--- config.mk ---
export PLATFORM = sky130hd
export DESIGN_NAME = pwm_reg_bank
export DESIGN_NICKNAME = d
export VERILOG_FILES = /design/src/rtl/pwm_reg_pkg.sv /design/src/rtl/pwm_reg_chan.sv /design/src/rtl/pwm_reg_bank.sv
export SDC_FILE = /design/constraint.sdc
export NUM_CORES = 1
export LEC_CHECK = 0
export ABC_AREA = 1
export CORE_MARGIN = 3
export CORE_UTILIZATION = 55
export DETAILED_ROUTE_END_ITERATION = 8
export HOLD_SLACK_MARGIN = 0.15
export PLACE_DENSITY = 0.8
export REMOVE_ABC_BUFFERS = 1
export SLEW_MARGIN = 20
export SYNTH_ARGS = -nofsm -noshare
export SYNTH_HDL_FRONTEND = slang
export SYNTH_HIERARCHICAL = 1
export SYNTH_SLANG_ARGS = --single-unit
--- constraint.sdc ---
create_clock -name clk -period 4.7 [get_ports clk]
set_input_delay 0.94 -clock clk [delete_from_list [all_inputs] [get_ports clk]]
set_output_delay 0.94 -clock clk [all_outputs]
set_load 0.01 [all_outputs]
--- src/rtl/pwm_reg_pkg.sv ---
// -----------------------------------------------------------------------------
// pwm_reg_pkg
// Shared constants and types for the multi-channel PWM register bank.
//   - per-channel byte offsets (address = channel*8 + offset)
//   - global register addresses (used only when PWM_REG_GLOBAL_SYNC_EN is set)
//   - ctrl / command bit positions
//   - pwm_chan_cfg_t: one channel's full register set. Count fields are held
//     at the maximum width and the channel uses the low CNT_W bits.
// -----------------------------------------------------------------------------
package pwm_reg_pkg;

  localparam logic [2:0] OFS_PERIOD_LO = 3'd0;
  localparam logic [2:0] OFS_PERIOD_HI = 3'd1;
  localparam logic [2:0] OFS_PHASE_LO  = 3'd2;
  localparam logic [2:0] OFS_PHASE_HI  = 3'd3;
  localparam logic [2:0] OFS_DUTY_LO   = 3'd4;
  localparam logic [2:0] OFS_DUTY_HI   = 3'd5;
  localparam logic [2:0] OFS_CTRL      = 3'd6;
  localparam logic [2:0] OFS_CMD       = 3'd7;

  localparam logic [7:0] ADDR_SYNC_CMD     = 8'hF0;
  localparam logic [7:0] ADDR_SYNC_MASK_LO = 8'hF1;
  localparam logic [7:0] ADDR_SYNC_MASK_HI = 8'hF2;
  localparam logic [7:0] ADDR_PENDING_LO   = 8'hF3;
  localparam logic [7:0] ADDR_PENDING_HI   = 8'hF4;

  localparam int CTRL_EN_BIT   = 0;
  localparam int CTRL_INV_BIT  = 1;
  localparam int CTRL_INIT_BIT = 2;
  localparam int CTRL_TRIG_LSB = 5;
  localparam int CTRL_TRIG_MSB = 7;

  localparam int CMD_UPD_BIT = 0;
  localparam int CMD_SS_BIT  = 1;

  localparam int MAX_CNT_W = 16;
  localparam int TRIG_W    = 3;

  typedef struct packed {
    logic [MAX_CNT_W-1:0] period;
    logic [MAX_CNT_W-1:0] phase;
    logic [MAX_CNT_W-1:0] duty_cycle;
    logic [TRIG_W-1:0]    trig_count;
    logic                 enable;
    logic                 invert;
    logic                 initial_val;
  } pwm_chan_cfg_t;

  // Byte image of the ctrl register; bits 4:3 are unimplemented.
  function automatic logic [7:0] ctrl_byte(input pwm_chan_cfg_t cfg);
    return {cfg.trig_count, 2'b00, cfg.initial_val, cfg.invert, cfg.enable};
  endfunction

endpackage

--- src/rtl/pwm_reg_chan.sv ---
// -----------------------------------------------------------------------------
// pwm_reg_chan
// One PWM channel: 8 shadow bytes, update / soft-start requests, the active
// register set and the byte readback for this channel's address window.
// With PWM_REG_GLOBAL_SYNC_EN defined the channel also accepts a global
// sync-set input and reports its pending status.
// Ports:
//   clk, rst_n        clock, asynchronous active-low reset
//   i_wr              committed write to this channel (strobe fall + decode)
//   i_ofs             byte offset within the channel (also used for reads)
//   i_wdata           write data
//   i_update          period-boundary pulse from this channel's counter
//   i_sync_set        global sync request (macro builds only)
//   o_pending         upd_req | ss_req (macro builds only)
//   o_rdata           readback byte for i_ofs
//   o_period/o_phase/o_duty_cycle/o_trig_count/o_invert/o_initial_val
//                     active values
//   o_enable          ss_req | active enable
// -----------------------------------------------------------------------------
module pwm_reg_chan
  import pwm_reg_pkg::*;
#(
  parameter int CNT_W = 16
) (
  input  logic             clk,
  input  logic             rst_n,
`ifdef PWM_REG_GLOBAL_SYNC_EN
  input  logic             i_sync_set,
  output logic             o_pending,
`endif
  input  logic             i_wr,
  input  logic [2:0]       i_ofs,
  input  logic [7:0]       i_wdata,
  input  logic             i_update,
  output logic [7:0]       o_rdata,
  output logic [CNT_W-1:0] o_period,
  output logic [CNT_W-1:0] o_phase,
  output logic [CNT_W-1:0] o_duty_cycle,
  output logic [2:0]       o_trig_count,
  output logic             o_enable,
  output logic             o_invert,
  output logic             o_initial_val
);

  // Hi bytes keep only CNT_W-8 bits so unimplemented bits always read 0.
  localparam logic [7:0] HI_MASK = 8'((16'd1 << (CNT_W - 8)) - 16'd1);

  pwm_chan_cfg_t r_shadow;
  pwm_chan_cfg_t r_active;
  logic          r_upd_req;
  logic          r_ss_req;

  logic w_cmd_wr;
  logic w_set_upd;
  logic w_set_ss;
  logic w_load;

  assign w_cmd_wr = i_wr && (i_ofs == OFS_CMD);
`ifdef PWM_REG_GLOBAL_SYNC_EN
  assign w_set_upd = (w_cmd_wr && i_wdata[CMD_UPD_BIT]) || i_sync_set;
  assign o_pending = r_upd_req | r_ss_req;
`else
  assign w_set_upd = w_cmd_wr && i_wdata[CMD_UPD_BIT];
`endif
  assign w_set_ss  = w_cmd_wr && i_wdata[CMD_SS_BIT];

  // Decision is made on the pre-edge request state; a disabled channel loads
  // as soon as upd_req is seen, without waiting for a boundary.
  assign w_load = (i_update && (r_upd_req || r_ss_req)) ||
                  (!r_active.enable && r_upd_req);

  // NOTE: every register, shadow bytes included, is reset: the shadow set is
  // copied to the outputs by the first load and must never carry X.
  always_ff @(posedge clk or negedge rst_n) begin
    if (!rst_n) begin
      r_shadow <= '0;
    end else if (i_wr) begin
      // NOTE: non-blocking assignments keep every flop sampling pre-edge
      // values, which is what makes same-cycle write/load ordering defined.
      unique case (i_ofs)
        OFS_PERIOD_LO: r_shadow.period[7:0]      <= i_wdata;
        OFS_PERIOD_HI: r_shadow.period[15:8]     <= i_wdata & HI_MASK;
        OFS_PHASE_LO:  r_shadow.phase[7:0]       <= i_wdata;
        OFS_PHASE_HI:  r_shadow.phase[15:8]      <= i_wdata & HI_MASK;
        OFS_DUTY_LO:   r_shadow.duty_cycle[7:0]  <= i_wdata;
        OFS_DUTY_HI:   r_shadow.duty_cycle[15:8] <= i_wdata & HI_MASK;
        OFS_CTRL: begin
          r_shadow.enable      <= i_wdata[CTRL_EN_BIT];
          r_shadow.invert      <= i_wdata[CTRL_INV_BIT];
          r_shadow.initial_val <= i_wdata[CTRL_INIT_BIT];
          r_shadow.trig_count  <= i_wdata[CTRL_TRIG_MSB:CTRL_TRIG_LSB];
        end
        default: ;  // command register lives in the request flops
      endcase
    end
  end

  // A set in the same cycle as a clear wins.
  always_ff @(posedge clk or negedge rst_n) begin
    if (!rst_n) begin
      r_upd_req <= 1'b0;
      r_ss_req  <= 1'b0;
      r_active  <= '0;
    end else begin
      r_upd_req <= w_set_upd || (r_upd_req && !(i_update || !r_active.enable));
      r_ss_req  <= w_set_ss  || (r_ss_req  && !i_update);
      if (w_load) r_active <= r_shadow;
    end
  end

  always_comb begin
    // NOTE: default first so every path assigns o_rdata and no latch forms.
    o_rdata = 8'h00;
    unique case (i_ofs)
      OFS_PERIOD_LO: o_rdata = r_shadow.period[7:0];
      OFS_PERIOD_HI: o_rdata = r_shadow.period[15:8];
      OFS_PHASE_LO:  o_rdata = r_shadow.phase[7:0];
      OFS_PHASE_HI:  o_rdata = r_shadow.phase[15:8];
      OFS_DUTY_LO:   o_rdata = r_shadow.duty_cycle[7:0];
      OFS_DUTY_HI:   o_rdata = r_shadow.duty_cycle[15:8];
      OFS_CTRL:      o_rdata = ctrl_byte(r_shadow);
      OFS_CMD:       o_rdata = {6'b0, r_ss_req, r_upd_req};
      default:       o_rdata = 8'h00;
    endcase
  end

  assign o_period      = r_active.period[CNT_W-1:0];
  assign o_phase       = r_active.phase[CNT_W-1:0];
  assign o_duty_cycle  = r_active.duty_cycle[CNT_W-1:0];
  assign o_trig_count  = r_active.trig_count;
  assign o_invert      = r_active.invert;
  assign o_initial_val = r_active.initial_val;
  assign o_enable      = r_ss_req | r_active.enable;

endmodule

--- src/rtl/pwm_reg_bank.sv ---
// -----------------------------------------------------------------------------
// pwm_reg_bank
// Byte-addressed shadow/active register bank for NUM_CH PWM channels.
// Channel c owns addresses c*8..c*8+7. Writes commit on the falling edge of
// the synchronised write strobe. Optional global sync-update and pending
// status registers at 0xF0-0xF4 are built when PWM_REG_GLOBAL_SYNC_EN is
// defined; otherwise those addresses are unmapped.
// Ports:
//   clk, rst_n          clock, asynchronous active-low reset
//   addr, wdata         byte address / write data
//   wr_en_wdata_sync    synchronised write strobe
//   update[NUM_CH]      per-channel period-boundary pulses
//   rdata               combinational read data for addr
//   period/phase/duty_cycle  NUM_CH*CNT_W active values, channel c at c*CNT_W
//   trig_count          NUM_CH*3 active trigger counts
//   enable/invert/initial_val/start  per-channel active control bits
// -----------------------------------------------------------------------------
module pwm_reg_bank
  import pwm_reg_pkg::*;
#(
  parameter int NUM_CH = 4,
  parameter int CNT_W  = 16
) (
  input  logic                    clk,
  input  logic                    rst_n,
  input  logic [7:0]              addr,
  input  logic [7:0]              wdata,
  input  logic                    wr_en_wdata_sync,
  input  logic [NUM_CH-1:0]       update,
  output logic [7:0]              rdata,
  output logic [NUM_CH*CNT_W-1:0] period,
  output logic [NUM_CH*CNT_W-1:0] phase,
  output logic [NUM_CH*CNT_W-1:0] duty_cycle,
  output logic [NUM_CH*3-1:0]     trig_count,
  output logic [NUM_CH-1:0]       enable,
  output logic [NUM_CH-1:0]       invert,
  output logic [NUM_CH-1:0]       initial_val,
  output logic [NUM_CH-1:0]       start
);

  logic       r_hold;
  logic       w_wr_fedge;
  logic [7:0] w_chan_rdata [NUM_CH];

  always_ff @(posedge clk or negedge rst_n) begin
    if (!rst_n) r_hold <= 1'b0;
    else        r_hold <= wr_en_wdata_sync;
  end

  assign w_wr_fedge = r_hold & ~wr_en_wdata_sync;

`ifdef PWM_REG_GLOBAL_SYNC_EN
  logic [NUM_CH-1:0] r_sync_mask;
  logic [NUM_CH-1:0] w_pending;
  logic              w_sync_cmd;
  logic [15:0]       w_mask16;
  logic [15:0]       w_pending16;

  assign w_sync_cmd  = w_wr_fedge && (addr == ADDR_SYNC_CMD) && wdata[0];
  assign w_mask16    = 16'(r_sync_mask);
  assign w_pending16 = 16'(w_pending);

  // Only NUM_CH mask bits exist; the rest read back as 0.
  always_ff @(posedge clk or negedge rst_n) begin
    if (!rst_n) begin
      r_sync_mask <= '0;
    end else if (w_wr_fedge) begin
      for (int c = 0; c < NUM_CH; c++) begin
        if (addr == ADDR_SYNC_MASK_LO && c < 8)  r_sync_mask[c] <= wdata[3'(c)];
        if (addr == ADDR_SYNC_MASK_HI && c >= 8) r_sync_mask[c] <= wdata[3'(c)];
      end
    end
  end
`endif

  for (genvar c = 0; c < NUM_CH; c++) begin : g_chan
    logic w_chan_wr;
    assign w_chan_wr = w_wr_fedge && (addr[7:3] == 5'(c));

    pwm_reg_chan #(
      .CNT_W (CNT_W)
    ) u_chan (
      .clk           (clk),
      .rst_n         (rst_n),
`ifdef PWM_REG_GLOBAL_SYNC_EN
      .i_sync_set    (w_sync_cmd & r_sync_mask[c]),
      .o_pending     (w_pending[c]),
`endif
      .i_wr          (w_chan_wr),
      .i_ofs         (addr[2:0]),
      .i_wdata       (wdata),
      .i_update      (update[c]),
      .o_rdata       (w_chan_rdata[c]),
      .o_period      (period[c*CNT_W +: CNT_W]),
      .o_phase       (phase[c*CNT_W +: CNT_W]),
      .o_duty_cycle  (duty_cycle[c*CNT_W +: CNT_W]),
      .o_trig_count  (trig_count[c*3 +: 3]),
      .o_enable      (enable[c]),
      .o_invert      (invert[c]),
      .o_initial_val (initial_val[c])
    );
  end

  assign start = enable;

  // Channel windows end below 0x80, so they never overlap the global block.
  always_comb begin
    rdata = 8'h00;
    for (int c = 0; c < NUM_CH; c++) begin
      if (addr[7:3] == 5'(c)) rdata = w_chan_rdata[c];
    end
`ifdef PWM_REG_GLOBAL_SYNC_EN
    unique case (addr)
      ADDR_SYNC_MASK_LO: rdata = w_mask16[7:0];
      ADDR_SYNC_MASK_HI: rdata = w_mask16[15:8];
      ADDR_PENDING_LO:   rdata = w_pending16[7:0];
      ADDR_PENDING_HI:   rdata = w_pending16[15:8];
      default: ;
    endcase
`endif
  end

endmodule

layer_met2.png
Cells faint in the background.
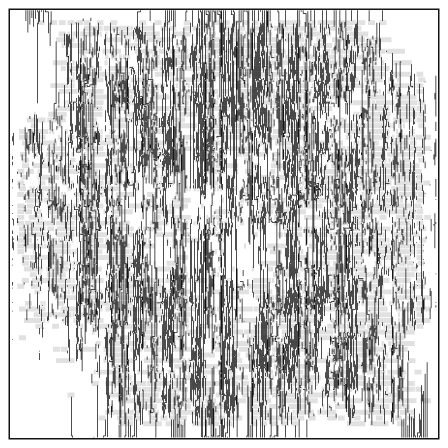
- longest straight run: 82.1 µm
- wire length on this layer: 27.2 mm
- nets with wire on the layer: 2014
- share of all routed wire: 47%
- main direction: vertical
via count: 16830
Routed WL: 57.81 mm
routing usage on met2: 44.40%

clocks.png
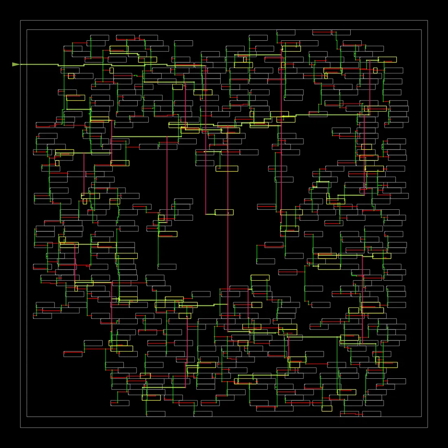
cts bufs inserted: 44
Clk power: 0.00377 W

==> results.tsv <==
stage	metric	value	unit
routing	route.met3.wl	4.131	mm
floorplanning	ios	251	
routing	wl_met1	24.66	mm
critical_path	critPathBufInv	3	
final_timing	setup_violations	0	
final_timing	fin_setup_tns	0	ns
cts	cts_max_path_buffers	3	
placed_design	dpl_worst_slack	0.4373	ns
power	p_seq_share	47.6	%
cells_and_area	largest_reg_flops	216	
synth	ys_area	21380	µm²
power	comb_cell_power	0.000589	W
synth	ff_type	dfrtp_1	
power	swShare	23.53	%
routing	vias_per_cell	5.628	
cts	root_buffer	clkbuf_16	
final_timing	slew_violations	0	
global_route	antenna_found_initial	2	
synth	yosysTopAreaCell	dfrtp_1	
placed_design	dp.cells	2907	
synth	synth.avg_cell_area	8.707	µm²
run_status	status	finished, final reports clean	
cts	cts_setup_buffers	0	
synth	postSynthSeqShare	51.61	%
synth	edf_count	0	
cts	cts_tree	done	
final_timing	rsz0062_at_grt	no	
power	power.density	345.1	nW/µm²
global_route	grt_pass1_wl	92.05	mm
floorplanning	die_y	203.2	µm
floorplanning	core-area	38020	µm²
final_timing	fin_crit	4.346	ns
cells_and_area	buffers_excl_clock	285	
final_timing	slew_headroom	48.62	%
synth	synthCells	2456	
critical_path	end_kind	output port	
cells_and_area	numSequentialCells	441	
final_timing	period_used_share	92.46	%
final_timing	holdWs	0.3278	ns
cells_and_area	fin_area	24130	µm²
power	peakVddDrop	0.2597	mV
routing	drt_iter0_markers	1629	
routing	met2_wirelength	27.16	mm
cells_and_area	seq_share	45.74	%
routing	topRoutingLayerUsed	met4	
critical_path	cpLargestDelayFamily	buffers and inverters	
worst_hold_path	hold_class	in2async	
placed_design	postPlaceCellArea	22490	µm²
critical_path	r2r-end	g_chan[3].u_chan/o_duty_cycle[8]	
power	powerSeq	0.00397	W
cells_and_area	final_cell_mix	nand2_1, dfrtp_1, nand3_1	
power	power-top-group	sequential cells	
placed_design	hpwl	40.79	mm
critical_path	rrSetupSlack	2.78	ns
flow_run	warnings	26	
wires.png
Two of the layers only.
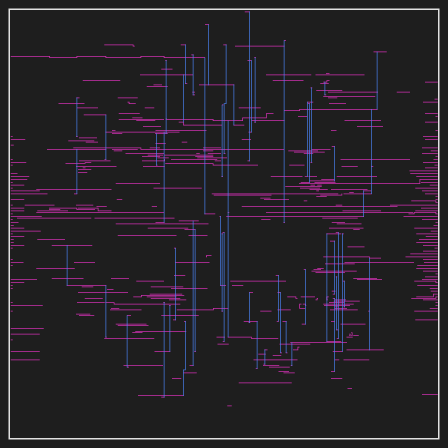
- blue: metal 4 (wire length 1850 µm)
- magenta: metal 3 (wire length 4130 µm)
Total GRT Usage: 27.90%
wire per inst: 19.33 µm

-- synth_stat cells, types with 8 or more instances --
cell type / count
buf_6: 16
o21ai_2: 36
nand3_1: 282
dfrtp_1: 441
inv_2: 14
nand2_2: 8
nand3_2: 10
o21ai_0: 192
nand4_1: 112
buf_2: 56
clkbuf_1: 44
inv_1: 97
o21ai_1: 48
nor2_8: 12
nand2_1: 713
nand3_4: 12
nor2_1: 108
buf_4: 222
-- cell families after synthesis --
family / synth area share (%)
AND/OR/NAND/NOR: 28.38
flip-flops: 51.61
buffers and inverters: 12.92
AND-OR/OR-AND: 7.091
-- layer usage --
metal | vias up | global-route usage, %
li1 | 7857 | -
met1 | 8156 | 39.28
met2 | 694 | 44.40
met3 | 122 | 5.092
met4 | 0 | 8.948
met5 | - | 0
Power is estimated from default activity; no workload was simulated.
